**Layout detail**

Window x 108 to 128, y 110 to 130 um. Cells in grey, sequential cells in the stronger grey; small squares are vias.
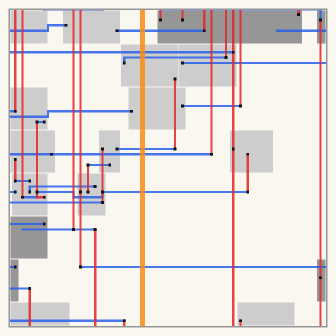
**Drive-strength map**

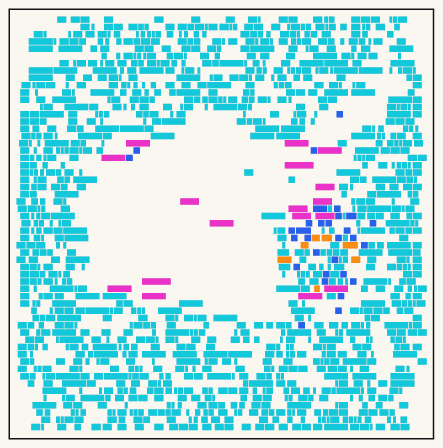
**Cell density map**

16 x 16 tiles, from white (low) to dark blue (high), 0 to 100% covered.
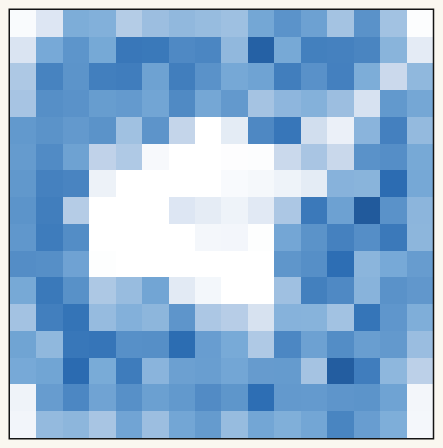
--- src/rtl/protocol_req_arbiter.sv ---
// Three-requester (AXI4 / CHI / TileLink) round-robin arbiter feeding one registered output slot.
// Optional stall watchdog compiled in with `define PROTOCOL_ARB_STALL_WATCHDOG_EN.
module protocol_req_arbiter #(
    parameter int CONFIG_DATA_WIDTH = 64,
    parameter int CONFIG_ADDR_WIDTH = 32,
    parameter int TIMEOUT_CYCLES    = 16
) (
    input  logic                           clk_i,
    input  logic                           rst_ni,
    input  logic [2:0]                     req_valid_i,
    output logic [2:0]                     req_ready_o,
    input  logic [3*CONFIG_ADDR_WIDTH-1:0] req_addr_i,
    input  logic [3*CONFIG_DATA_WIDTH-1:0] req_data_i,
    output logic                           out_valid_o,
    input  logic                           out_ready_i,
    output logic [CONFIG_ADDR_WIDTH-1:0]   out_addr_o,
    output logic [CONFIG_DATA_WIDTH-1:0]   out_data_o,
    output logic [1:0]                     out_src_o,
    output logic                           timeout_o,
    input  logic                           timeout_clr_i
);

    typedef enum logic {
        ST_IDLE = 1'b0,
        ST_BUSY = 1'b1
    } state_t;

    state_t                         r_state;
    state_t                         w_state_nxt;
    logic [1:0]                     r_rr_ptr;
    logic [CONFIG_ADDR_WIDTH-1:0]   r_out_addr;
    logic [CONFIG_DATA_WIDTH-1:0]   r_out_data;
    logic [1:0]                     r_out_src;

    logic                           w_any;
    logic [1:0]                     w_winner;
    logic [2:0]                     w_grant;
    logic                           w_accept;
    logic                           w_load;
    logic                           w_handshake;

    function automatic logic [1:0] mod3_add(input logic [1:0] a, input logic [1:0] b);
        logic [2:0] sum;
        sum = {1'b0, a} + {1'b0, b};
        if (sum >= 3'd3) begin
            sum = sum - 3'd3;
        end
        return sum[1:0];
    endfunction

    // Scan from the lowest priority upward so the last match is the one nearest rr_ptr.
    always_comb begin
        // NOTE: every signal gets a default before any branch so no latch is inferred.
        w_any    = 1'b0;
        w_winner = 2'd0;
        for (int k = 2; k >= 0; k--) begin
            if (req_valid_i[mod3_add(r_rr_ptr, 2'(k))]) begin
                w_any    = 1'b1;
                w_winner = mod3_add(r_rr_ptr, 2'(k));
            end
        end
    end

    // State register.
    always_ff @(posedge clk_i or negedge rst_ni) begin
        // NOTE: sequential state uses non-blocking assignments so every flop samples pre-edge values.
        if (!rst_ni) begin
            r_state <= ST_IDLE;
        end else begin
            r_state <= w_state_nxt;
        end
    end

    // Next-state logic.
    always_comb begin
        w_state_nxt = r_state;
        case (r_state)
            ST_IDLE: begin
                if (w_accept) begin
                    w_state_nxt = ST_BUSY;
                end
            end
            ST_BUSY: begin
                if (w_handshake && !w_accept) begin
                    w_state_nxt = ST_IDLE;
                end
            end
        endcase
    end

    // Output logic: the slot can load when empty or when it drains this very cycle.
    always_comb begin
        out_valid_o = (r_state == ST_BUSY);
        w_handshake = out_valid_o && out_ready_i;
        w_load      = !out_valid_o || out_ready_i;
        w_grant     = 3'b000;
        if (rst_ni && w_load && w_any) begin
            w_grant = 3'b001 << w_winner;
        end
    end

    assign req_ready_o = w_grant;
    assign w_accept    = |w_grant;

    always_ff @(posedge clk_i or negedge rst_ni) begin
        if (!rst_ni) begin
            r_rr_ptr   <= 2'd0;
            r_out_addr <= '0;
            r_out_data <= '0;
            r_out_src  <= 2'd0;
        end else if (w_accept) begin
            r_rr_ptr   <= mod3_add(w_winner, 2'd1);
            r_out_addr <= req_addr_i[w_winner*CONFIG_ADDR_WIDTH +: CONFIG_ADDR_WIDTH];
            r_out_data <= req_data_i[w_winner*CONFIG_DATA_WIDTH +: CONFIG_DATA_WIDTH];
            r_out_src  <= w_winner;
        end
    end

    assign out_addr_o = r_out_addr;
    assign out_data_o = r_out_data;
    assign out_src_o  = r_out_src;

`ifdef PROTOCOL_ARB_STALL_WATCHDOG_EN
    localparam logic [7:0] TIMEOUT_LIMIT = 8'(TIMEOUT_CYCLES);

    logic [7:0] r_stall_cnt;
    logic       r_timeout;
    logic       w_stall;
    logic       w_timeout_set;

    assign w_stall       = out_valid_o && !out_ready_i;
    assign w_timeout_set = w_stall && (r_stall_cnt == TIMEOUT_LIMIT - 8'd1);

    // Counter saturates at the limit; any non-stall cycle (handshake or idle) clears it.
    always_ff @(posedge clk_i or negedge rst_ni) begin
        if (!rst_ni) begin
            r_stall_cnt <= 8'd0;
        end else if (w_stall) begin
            if (r_stall_cnt != TIMEOUT_LIMIT) begin
                r_stall_cnt <= r_stall_cnt + 8'd1;
            end
        end else begin
            r_stall_cnt <= 8'd0;
        end
    end

    always_ff @(posedge clk_i or negedge rst_ni) begin
        if (!rst_ni) begin
            r_timeout <= 1'b0;
        end else if (timeout_clr_i) begin
            r_timeout <= 1'b0;
        end else if (w_timeout_set) begin
            r_timeout <= 1'b1;
        end
    end

    assign timeout_o = r_timeout;
`else
    logic w_unused_timeout_clr;

    assign w_unused_timeout_clr = timeout_clr_i;
    assign timeout_o            = 1'b0;
`endif

endmodule

--- config.mk ---
export PLATFORM = sky130hd
export DESIGN_NAME = protocol_req_arbiter
export DESIGN_NICKNAME = d
export VERILOG_FILES = /design/src/rtl/protocol_req_arbiter.sv
export SDC_FILE = /design/constraint.sdc
export NUM_CORES = 1
export LEC_CHECK = 0
export ABC_CLOCK_PERIOD_IN_PS = 3600
export CORE_AREA = 2 2 156 158
export CTS_CLUSTER_DIAMETER = 40
export CTS_CLUSTER_SIZE = 20
export DETAILED_ROUTE_END_ITERATION = 6
export DIE_AREA = 0 0 158 160
export PLACE_DENSITY = 0.65
export SETUP_SLACK_MARGIN = 0.02
export SLEW_MARGIN = 10
export SYNTH_ARGS = -nofsm -noshare
export SYNTH_HDL_FRONTEND = slang
export SYNTH_SLANG_ARGS = --single-unit
--- constraint.sdc ---
create_clock -name clk_i -period 3.6 [get_ports clk_i]
set_input_delay 0.72 -clock clk_i [delete_from_list [all_inputs] [get_ports clk_i]]
set_output_delay 0.72 -clock clk_i [all_outputs]
set_load 0.02 [all_outputs]
==> results.py <==
# Metrics from the implementation run
metrics = {
    "run_status": {
        "status": "finished, final reports clean",
    },
    "final_layout": {
        "comb_area_share_pct": 31.0,
        "top_area_cell_class": "buffers",
        "numSequentialCells": 101,
        "largest_register_ff_count": 64,
        "n_antenna_cell": 1,
        "layout.cells.most_common_list": "clkdlybuf4s50_1 (391), nand2_1 (101), dfrtp_1 (101), inv_1 (100)",
        "seq_area_sq_um": 2530,
    },
    "power": {
        "combinationalPowerShare_pct": 65.3,
        "finalPower_mw": 8.97,
    },
    "global_routing": {
        "groute.layer.met1.usage_pct": 24.3,
        "grt_antenna_before_repair": 1,
        "top_usage_layer": "met2",
    },
    "detailed_routing": {
        "detail_route.vias_per_cell": 4.74,
        "finalWirelength_um": 25100,
        "route.met3.wl_um": 1470,
        "m1_wire_length_um": 10600,
    },
    "placed_design": {
        "dp.final_hpwl_um": 17700,
        "number_of_port_buffers": 395,
    },
    "worst_setup_path": {
        "slowest_delay_ns": 0.45,
        "rr_startpoint": "r_rr_ptr[1]",
    },
    "die": {
        "floorplan.rows": 57,
    },
    "synthesis": {
        "dominantRegCellSynth": "dfrtp_1",
        "yosys-stat-area_sq_um": 6780,
    },
}
-- 'layout detail' (at the start) --
Red is metal 2. Orange is metal 4. Blue is metal 1.
Most frequent: clkdlybuf4s50_1 (7). 13 logic cells have their middle in the window. Sequential cells in the window: 1. Netlist names of flops here include out_data_o (1).

-- 'drive-strength map' (at the start) --
Blue is _3 and _4 cells, cells 30, share 2.6%. Cyan is _0 and _1 cells, cells 1,117, share 95%. Orange is _2 cells, cells 7, share 0.60%. Magenta is _6 and larger, cells 17, share 1.5%.
non-clock buffer instance count of the final layout: 425
final setup margin: 0.167 ns
cell area after layout: 11,400 sq um
P&R area growth vs syn: 68.2%

-- 'cell density map' (at the start) --
The emptiest ninth of the die: middle. 2.7% of the tiles are over 75% full. 11% of the tiles are nearly empty.
final core occ: 47.8%
Placeable Area: 23,800 sq um
effective utilization at floorplan: 28.4%

No activity file was given, so power comes from the tool's default toggle rates.
